Figure 1. Logic cells by family (run 1).
Scale bar: 20 um.
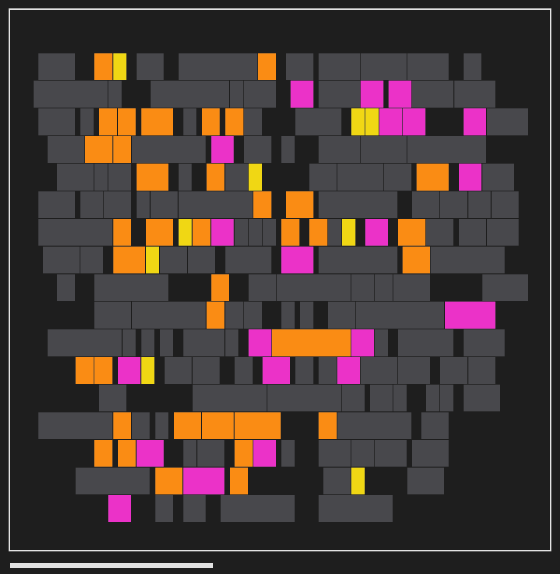
Figure 2. Power grid (run 1).
Pins as bars on the die edge. Tap cells in grey.
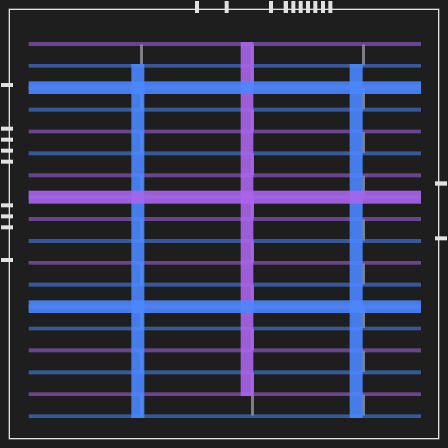
Figure 3. Placed cells, one colour a class (run 1).
Scale bar: 20 um.
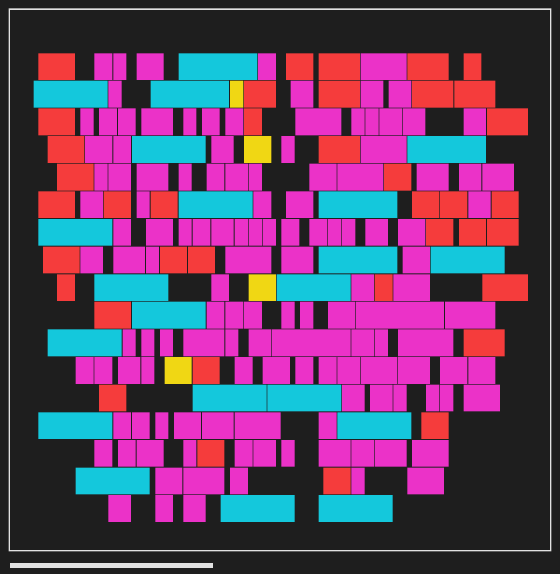
## src/rtl/sort_sched_pkg.sv

```systemverilog
`default_nettype none
// ============================================================================
//  Module      : sort_sched_pkg
//  Description : Shared types and default constants for the sorter job
//                scheduler: controller state encoding and default sizing.
//  Revision    : 1.0  initial release
// ============================================================================
package sort_sched_pkg;

    // Default number of requesters sharing the sorter
    localparam int unsigned C_NREQ_DEFAULT    = 4;
    // Default watchdog limit, in cycles spent in RUN
    localparam int unsigned C_TIMEOUT_DEFAULT = 4096;

    // Scheduler controller states
    typedef enum logic [2:0] {
        IDLE     = 3'd0,
        LAUNCH   = 3'd1,
        RUN      = 3'd2,
        RELEASE  = 3'd3,
        ABORT    = 3'd4,
        COMPLETE = 3'd5
    } sched_state_t;

endpackage
`default_nettype wire

```

## src/rtl/rr_arbiter.sv

```systemverilog
`default_nettype none
// ============================================================================
//  Module      : rr_arbiter
//  Description : Combinational round-robin pick. Returns the index of the
//                first asserted request found searching upward from the
//                round-robin pointer, wrapping at NREQ-1.
//  Ports       : i_req    [NREQ-1:0] request vector
//                i_rr_ptr [IW-1:0]   index with highest priority this round
//                o_idx    [IW-1:0]   selected requester index
//                o_valid             at least one request present
//  Revision    : 1.0  initial release
// ============================================================================
module rr_arbiter #(
    parameter  int NREQ = 4,
    localparam int IW   = $clog2(NREQ)
) (
    input  logic [NREQ-1:0] i_req,
    input  logic [IW-1:0]   i_rr_ptr,
    output logic [IW-1:0]   o_idx,
    output logic            o_valid
);

    // Walk offsets from farthest to nearest so the nearest hit (the first one
    // counting up from the pointer) is the last assignment and wins.
    always_comb begin
        o_idx   = '0;
        o_valid = 1'b0;
        for (int i = NREQ - 1; i >= 0; i--) begin
            logic [IW-1:0] w_pos;
            w_pos = IW'((int'(i_rr_ptr) + i) % NREQ);
            if (i_req[w_pos]) begin
                o_idx   = w_pos;
                o_valid = 1'b1;
            end
        end
    end

endmodule
`default_nettype wire

```

## src/rtl/sort_job_scheduler.sv

```systemverilog
`default_nettype none
// ============================================================================
//  Module      : sort_job_scheduler
//  Description : Shares one sorter engine between NREQ requesters. A
//                round-robin winner is frozen per job; the job launches the
//                sorter with a start pulse, waits for done, then pulses start
//                again to return the sorter controller to idle. A watchdog
//                aborts a job stuck in RUN by pulsing the sorter reset.
//  Ports       : clk          clock, rising edge
//                rst          synchronous active-high reset
//                req  [N]     level request per requester
//                gnt  [N]     one-hot grant held for the whole job
//                cmpl [N]     one-cycle completion pulse to the winner
//                job_err      with cmpl: the job was aborted
//                sort_start   start pulse to sorter controller
//                sort_done    done level from sorter controller
//                sort_rst     one-cycle sorter reset on abort
//                busy         scheduler not in IDLE
//                err          sticky abort flag, cleared by err_clr
//                err_clr      clears err (an abort the same cycle wins)
//  Revision    : 1.0  initial release
// ============================================================================
module sort_job_scheduler
    import sort_sched_pkg::*;
#(
    parameter int NREQ        = C_NREQ_DEFAULT,
    parameter int TIMEOUT_CYC = C_TIMEOUT_DEFAULT
) (
    input  logic            clk,
    input  logic            rst,
    input  logic [NREQ-1:0] req,
    output logic [NREQ-1:0] gnt,
    output logic [NREQ-1:0] cmpl,
    output logic            job_err,
    output logic            sort_start,
    input  logic            sort_done,
    output logic            sort_rst,
    output logic            busy,
    output logic            err,
    input  logic            err_clr
);

    localparam int IW = $clog2(NREQ);
    localparam int WW = $clog2(TIMEOUT_CYC);

    localparam logic [WW-1:0] c_WD_LAST  = WW'(TIMEOUT_CYC - 1);
    localparam logic [IW-1:0] c_LAST_REQ = IW'(NREQ - 1);
    localparam logic [NREQ-1:0] c_ONE    = NREQ'(1);

    sched_state_t  r_state;
    sched_state_t  w_state_nxt;
    logic [IW-1:0] r_winner;
    logic [IW-1:0] r_rr_ptr;
    logic [WW-1:0] r_wd_cnt;
    logic          r_abort;
    logic          r_err;

    logic [IW-1:0]   w_arb_idx;
    logic            w_arb_valid;
    logic [NREQ-1:0] w_win_oh;

    rr_arbiter #(
        .NREQ (NREQ)
    ) u_arb (
        .i_req    (req),
        .i_rr_ptr (r_rr_ptr),
        .o_idx    (w_arb_idx),
        .o_valid  (w_arb_valid)
    );

    // ------------------------------------------------------------------
    // State register
    // ------------------------------------------------------------------
    always_ff @(posedge clk) begin
        if (rst) begin
            r_state <= IDLE;
        end else begin
            r_state <= w_state_nxt;
        end
    end

    // ------------------------------------------------------------------
    // Next-state logic. sort_done is only looked at in RUN, and it takes
    // priority over a watchdog expiry landing on the same cycle.
    // ------------------------------------------------------------------
    always_comb begin
        w_state_nxt = r_state;
        case (r_state)
            IDLE: begin
                if (w_arb_valid) begin
                    w_state_nxt = LAUNCH;
                end
            end
            LAUNCH: begin
                w_state_nxt = RUN;
            end
            RUN: begin
                if (sort_done) begin
                    w_state_nxt = RELEASE;
                end else if (r_wd_cnt == c_WD_LAST) begin
                    w_state_nxt = ABORT;
                end
            end
            RELEASE:  w_state_nxt = COMPLETE;
            ABORT:    w_state_nxt = COMPLETE;
            COMPLETE: w_state_nxt = IDLE;
            default:  w_state_nxt = IDLE;
        endcase
    end

    // ------------------------------------------------------------------
    // Job datapath: winner capture, round-robin pointer, watchdog,
    // abort flag and sticky error.
    // ------------------------------------------------------------------
    always_ff @(posedge clk) begin
        if (rst) begin
            r_winner <= '0;
            r_rr_ptr <= '0;
            r_wd_cnt <= '0;
            r_abort  <= 1'b0;
            r_err    <= 1'b0;
        end else begin
            case (r_state)
                IDLE: begin
                    if (w_arb_valid) begin
                        r_winner <= w_arb_idx;
                    end
                end
                LAUNCH: begin
                    r_wd_cnt <= '0;
                    r_abort  <= 1'b0;
                end
                RUN: begin
                    if (!sort_done && (r_wd_cnt != c_WD_LAST)) begin
                        r_wd_cnt <= r_wd_cnt + 1'b1;
                    end
                end
                ABORT: begin
                    r_abort <= 1'b1;
                end
                COMPLETE: begin
                    r_rr_ptr <= (r_winner == c_LAST_REQ) ? '0 : r_winner + 1'b1;
                end
                default: ;
            endcase

            // Setting the error in ABORT overrides a simultaneous clear
            if (r_state == ABORT) begin
                r_err <= 1'b1;
            end else if (err_clr) begin
                r_err <= 1'b0;
            end
        end
    end

    // ------------------------------------------------------------------
    // Moore outputs decoded from state and the registered winner
    // ------------------------------------------------------------------
    assign w_win_oh = c_ONE << r_winner;

    always_comb begin
        gnt        = '0;
        cmpl       = '0;
        job_err    = 1'b0;
        sort_start = 1'b0;
        sort_rst   = 1'b0;
        busy       = (r_state != IDLE);
        case (r_state)
            LAUNCH: begin
                gnt        = w_win_oh;
                sort_start = 1'b1;
            end
            RUN: begin
                gnt = w_win_oh;
            end
            RELEASE: begin
                gnt        = w_win_oh;
                sort_start = 1'b1;
            end
            ABORT: begin
                gnt      = w_win_oh;
                sort_rst = 1'b1;
            end
            COMPLETE: begin
                gnt     = w_win_oh;
                cmpl    = w_win_oh;
                job_err = r_abort;
            end
            default: ;
        endcase
    end

    assign err = r_err;

endmodule
`default_nettype wire
```

## config.mk

```make
export PLATFORM = sky130hd
export DESIGN_NAME = sort_job_scheduler
export DESIGN_NICKNAME = d
export VERILOG_FILES = /design/src/rtl/sort_sched_pkg.sv /design/src/rtl/rr_arbiter.sv /design/src/rtl/sort_job_scheduler.sv
export SDC_FILE = /design/constraint.sdc
export NUM_CORES = 1
export LEC_CHECK = 0
export CORE_MARGIN = 2
export CORE_UTILIZATION = 52
export CTS_CLUSTER_SIZE = 12
export DETAILED_ROUTE_END_ITERATION = 12
export PLACE_DENSITY = 0.78
export SLEW_MARGIN = 20
export SYNTH_ARGS = -nofsm -noshare
export SYNTH_HDL_FRONTEND = slang
export SYNTH_SLANG_ARGS = --single-unit
```

## constraint.sdc

```tcl
create_clock -name clk -period 2.06 [get_ports clk]
set_input_delay 0.618 -clock clk [delete_from_list [all_inputs] [get_ports clk]]
set_output_delay 0.618 -clock clk [all_outputs]
set_load 0.02 [all_outputs]
```

==> results.sh, run 1 <==
# source this file to load flow results
export IMPL_cp_start_kind="flip-flop"
export IMPL_root_buffer="clkbuf_4"
export IMPL_cp_arrival_ns=1.42
export IMPL_ys_flop_type="dfxtp_1"
export IMPL_antenna_left=0
export IMPL_syn_to_final_growth_pct=32.7
export IMPL_detail_route_first_pass_iterations=4
export IMPL_finalCritPeriodShare_pct=99.1
export IMPL_wirelength_um=3150
export IMPL_fin_worst_skew_ns=0.00807
export IMPL_timing_hold_ws_ns=0.487
export IMPL_maxSlewHeadroom_pct=64.7
export IMPL_fp_nets=171
export IMPL_via_per_inst=5.75
export IMPL_drt_initial_drc_count=32
export IMPL_track_usage_pct=23.6
export IMPL_grt_start_max_net_pins=12
export IMPL_setup_violations=0
export IMPL_use_met3_pct=4.24
export IMPL_hold_viol=0
export IMPL_met1_usage_pct=32.4
export IMPL_antenna_found_initial=0
export IMPL_fp_util_pct=55.8
export IMPL_drv_cap=0
export IMPL_max_clock_freq_ghz=0.490
export IMPL_use_met2_pct=37.1
export IMPL_num_io_pins=21
export IMPL_grt_pass1_vias=1154
export IMPL_tightest_slew_ns=0.525
export IMPL_hp_class="reg -> reg"
export IMPL_crit_start="r_state[0]$_SDFFE_PP0P_"
export IMPL_ys_seq_share_pct=33.4
export IMPL_grt_busiest_layer="met2"
export IMPL_cp_required_ns=1.44
export IMPL_clockBufferDepth=2
export IMPL_async_flop_share_pct=0
export IMPL_warnings=30
export IMPL_syn_area_mm2=0.00126
export IMPL_cts_buffers=3
export IMPL_gp_congestion=0.800
export IMPL_synthDistinctLibCells=41
export IMPL_io_buffers=20
export IMPL_period_minus_slack_ns=2.04
export IMPL_holdCritStartpoint="err$_SDFFE_PP0P_"
export IMPL_critPathCaptureType="output port"
export IMPL_vdd_drop_max_mv=0.440
export IMPL_fin_ws_ns=0.0195
export IMPL_synth_chip_area_mm2=0.00126
export IMPL_status="complete, no violations"
export IMPL_nFillCells=183
export IMPL_power_mw=1.04
export IMPL_power_density_mw_per_mm2=624
export IMPL_drive_gt1_share_pct=26.4
Notes on Figure 1 above:
| family | colour | cells |
|---|---|---|
| aoi and oai cells | orange | 37 |
| inv cells | yellow | 9 |
| and/or cells | magenta | 21 |
most used logic cell in the final layout: a21oi_1
Comb area share: 49.0%
final cell count without fillers: 221

Notes on Figure 2 above:
| net | colour |
|---|---|
| VSS | blue |
| VDD | purple |
tap cells: 28
signal pins: 21
rows: 17
met1 rails: 18
met5 straps: 3
Die Height: 53.2 um
Die W: 53.2 um

Notes on Figure 3 above:
| class | colour | cells |
|---|---|---|
| clock drivers and dummy loads | yellow | 4 |
| combinational and other logic | magenta | 130 |
| remaining buffers and delay cells | red | 38 |
| sequential cells | cyan | 21 |
sequential cell area share: 25.6%
CORE AREA: 0.00225 mm2
site row count: 17
final core utilization: 74.0%

## run 1: cells in the mapped netlist, drive strengths merged, types with 2 or more instances
library cell  number  area (um2)
a21oi             20         100
nand2             10        37.5
o21a               3        22.5
dfxtp             21         420
o21ai              5        25.0
inv                9        33.8
nor2b              3        18.8
o31ai              3        27.5
clkbuf             4        15.0
nor2              14        52.6
o21bai             3        22.5
nand3              6        30.0
nand4              4        25.0
or3                5        31.3
mux2i              2        20.0
nor3               4        25.0
or4                2        15.0
buf                4        25.0
and2               5        31.3
nand2b             3        18.8
o221ai             2        17.5
and3               5        31.3
ha                 5        62.6
nor4b              2        30.0
## run 1: timing repair
item	CTS	global route
gates resized	34	16
setup buffers	0	2
endpoints found under the hold margin	0	0
pin swaps	1	4
endpoints found under the setup margin	14	17
gates cloned	0	2
## run 1: metal layers
layer	vias up	part of all wire [%]
met2	28	46
met4	0	1.2
met5	-	0
met3	5	3.7
li1	639	-
met1	598	49
## run 1: power breakdown
group	total (mW)	leakage, nW	switching, mW	internal [mW]
registers	0.455	0.172	0.0241	0.431
logic	0.382	0.445	0.204	0.178
clock network	0.205	0.0150	0.130	0.0756
total	1.04	0.632	0.357	0.685
## run 1: state kept, by name (all words and copies together), names as in the netlist
signal and cells:
r_rr_ptr 2, err 1, r_winner 2, r_abort 1
r_wd_cnt 12, r_state 3
## run 1: critical path, cell delays in order (launching register included)
cell and delay, ns:
dfxtp_2 0.35, nor3_2 0.24, buf_4 0.16, inv_1 0.04
dlygate4sd2_1 0.31
## run 1: metrics by stage
step / cell area, um2 / cells / TNS (ns)
6_report: 1670 / 221 / 0
4_1_cts: 1610 / 217 / 0
2_1_floorplan: 1260 / 158 / 0
5_1_grt: 1670 / 221 / -0.113
3_5_place_dp: 1570 / 213 / -3.03
3_3_place_gp: 1570 / 213 / -2.52
## run 1: final timing paths
kind	to	slack, ns	depth (start not counted)
worst min register to register	err$_SDFFE_PP0P_	0.49	2
worst max-delay path	busy	0.02	4
worst max register to register	r_wd_cnt[9]$_SDFFE_PP0P_	0.15	5
worst min-delay path	err$_SDFFE_PP0P_	0.49	2
## run 1: kinds of logic after synthesis
kind of cell | after synthesis | share of synthesized area [%]
AND/OR/NAND/NOR | 70 | 32.1
AND-OR/OR-AND | 41 | 20.4
flip-flops | 21 | 33.4
buffers and inverters | 17 | 5.87
adder cells (fa/ha/maj) | 5 | 4.98
multiplexers | 3 | 2.49
XOR/XNOR | 1 | 0.697
## run 1: final cells by class
class / instances / area [um2] / area share [%]
inverters: 9 / 33.8 / 2.02
flip-flops and latches: 21 / 427 / 25.6
clock buffers: 4 / 26.3 / 1.57
repair buffers: 38 / 330 / 19.8
multi-input cells: 121 / 817 / 49.0
well taps: 28 / 35.0 / 2.10
==> inputs of run 2 (changes only) <==
Settings changed: SKIP_LAST_GASP set to 1.
Figure 4. Clock wiring as the flow saved it (run 2).
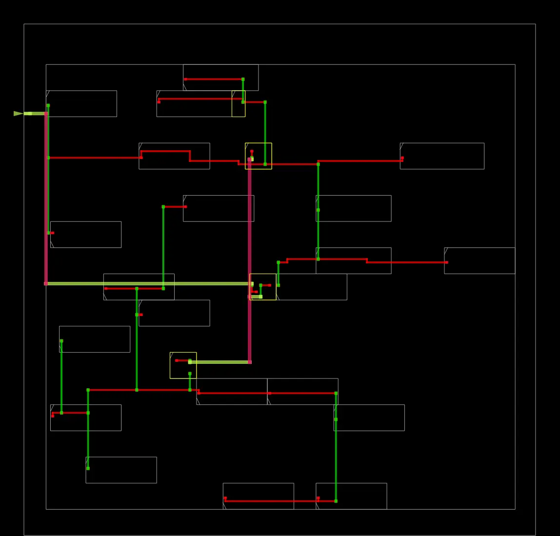
worst skew pair latency: 0.31 ns
cts bufs inserted: 3
# clk buffers: 4
CTS Sinks: 21

Figure 5. Logic cells by family (run 2).
Scale bar: 20 um.
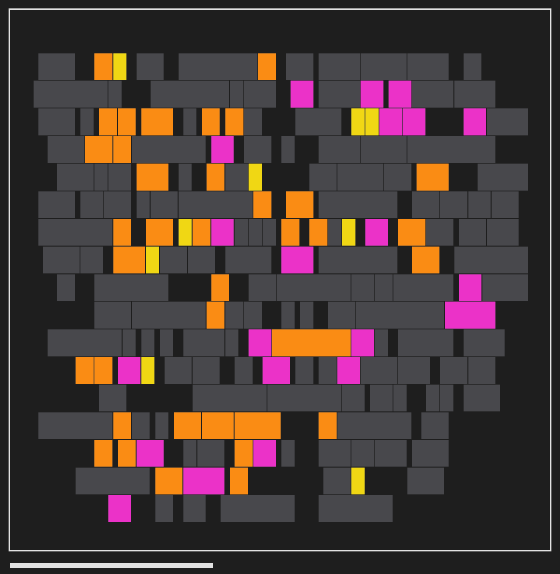
| family | colour | cells |
|---|---|---|
| inv cells | yellow | 9 |
| and/or cells | magenta | 21 |
| aoi and oai cells | orange | 37 |
Comb area share: 49.2%

Figure 6. Placed cells, one colour a class (run 2).
Scale bar: 20 um.
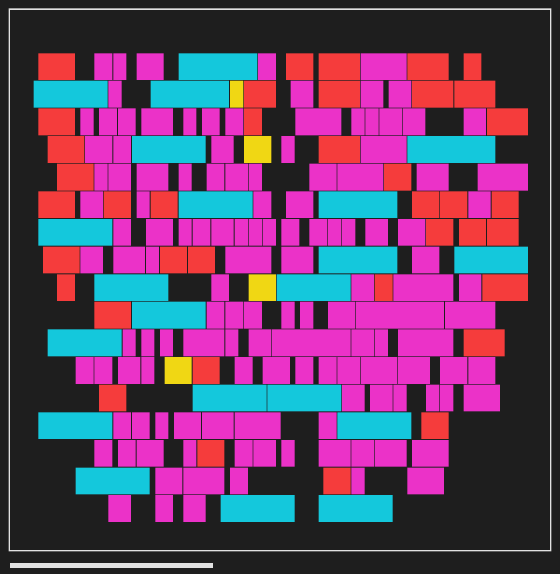
| class | colour | cells |
|---|---|---|
| sequential cells | cyan | 21 |
| remaining buffers and delay cells | red | 38 |
| clock drivers and dummy loads | yellow | 4 |
| combinational and other logic | magenta | 130 |
final core utilization: 74.6%
Finished Cell Area: 0.00168 mm2
sequential cell area share: 25.5%

==> results.sh, run 2 <==
# source this file to load flow results
export IMPL_status="complete, no violations"
export IMPL_ys_flop_type="dfxtp_1"
export IMPL_gp_congestion=0.800
export IMPL_power_mw=1.06
export IMPL_die_h_um=53.2
export IMPL_detail_route_first_pass_iterations=4
export IMPL_antenna_left=0
export IMPL_crit_start="r_state[0]$_SDFFE_PP0P_"
export IMPL_synthDistinctLibCells=41
export IMPL_largest_register_ff_count=12
export IMPL_r2r_slack_ns=0.13
export IMPL_top_area_cell="dfxtp_1"
export IMPL_yosys_top_cells_count="21 x dfxtp_1, 20 x a21oi_1, 14 x nor2_1, 10 x nand2_1, 9 x inv_1"
export IMPL_fin_setup_tns_ns=0
export IMPL_fp_row_count=17
export IMPL_vdd_drop_max_mv=0.448
export IMPL_cp_required_ns=1.44
export IMPL_fp_nets=171
export IMPL_cp_arrival_ns=1.41
export IMPL_drt_initial_drc_count=33
export IMPL_io_buffers=20
export IMPL_die_x_um=53.2
export IMPL_fin_ws_ns=0.0329
export IMPL_syn_to_final_growth_pct=33.8
export IMPL_setup_violations=0
export IMPL_maxSlewHeadroom_pct=64.4
export IMPL_critPathCaptureType="output port"
export IMPL_r2r_cells=5
export IMPL_nFillCells=180
export IMPL_clockBufferDepth=2
export IMPL_cp_start_kind="flip-flop"
export IMPL_drive_gt1_share_pct=26.4
export IMPL_most_common_cell="dfxtp_1"
export IMPL_synth_chip_area_mm2=0.00126
export IMPL_top_area_share_pct=33.4
export IMPL_core_mm2=0.00225
export IMPL_finalCritPeriodShare_pct=98.4
export IMPL_ys_seq_share_pct=33.4
export IMPL_r2r_end="r_wd_cnt[9]$_SDFFE_PP0P_"
export IMPL_syn_area_mm2=0.00126
export IMPL_dp_cells=213
export IMPL_hp_class="reg -> reg"
-- run 2: power breakdown --
| part | internal (mW) | leakage, nW | switching (mW) |
|---|---|---|---|
| clock network | 0.0757 | 0.0150 | 0.131 |
| registers | 0.432 | 0.172 | 0.0295 |
| logic | 0.185 | 0.449 | 0.206 |
-- run 2: kinds of logic after synthesis --
family          count (synthesis)  synth area share (%)
compound gates                 41                  20.4
flops                          21                  33.4
fa+ha+maj                       5                  4.98
simple gates                   70                  32.1
buf+inv                        17                  5.87
mux                             3                  2.49
xor+xnor                        1                 0.697
-- run 2: how the worst min path moves through the flow --
stage          depth (start not counted)                  from              endpoint  slack, ns
5_1_grt                                2      err$_SDFFE_PP0P_      err$_SDFFE_PP0P_       0.50
3_3_place_gp                           2      err$_SDFFE_PP0P_      err$_SDFFE_PP0P_       0.46
6_report                               2      err$_SDFFE_PP0P_      err$_SDFFE_PP0P_       0.49
4_1_cts                                2      err$_SDFFE_PP0P_      err$_SDFFE_PP0P_       0.49
2_1_floorplan                          2  r_abort$_SDFFE_PP0P_  r_abort$_SDFFE_PP0P_       0.43
3_5_place_dp                           2      err$_SDFFE_PP0P_      err$_SDFFE_PP0P_       0.46
-- run 2: layout make-up --
type	instances	area [um2]	area share [%]
sequential	21	429	25.5
multi-input combinational	121	828	49.2
clock buffer	4	26.3	1.56
timing repair buffer	38	330	19.6
tap	28	35.0	2.08
inverter	9	33.8	2.01
-- run 2: timing repair --
item,CTS,global route
endpoints found under the hold margin,0,0
setup buffers,0,2
cloned,0,2
pin swaps,1,4
resized,31,21
endpoints found under the setup margin,14,17
-- run 2: critical path: stages (launching register included) --
cell and delay (ns):
dfxtp_4 0.38, nor3_4 0.21, buf_4 0.15, inv_1 0.04, dlygate4sd2_1 0.31
-- run 2: per-layer routing --
metal	wire length, um	share of wire, %	GRT usage (%)	vias up
met5	0	0	0	-
li1	-	-	-	639
met2	1490	46	37.1	35
met3	148	4.6	4.24	5
met4	38	1.2	7.69	0
met1	1540	48	32.4	599
Power is estimated from default activity; no workload was simulated.
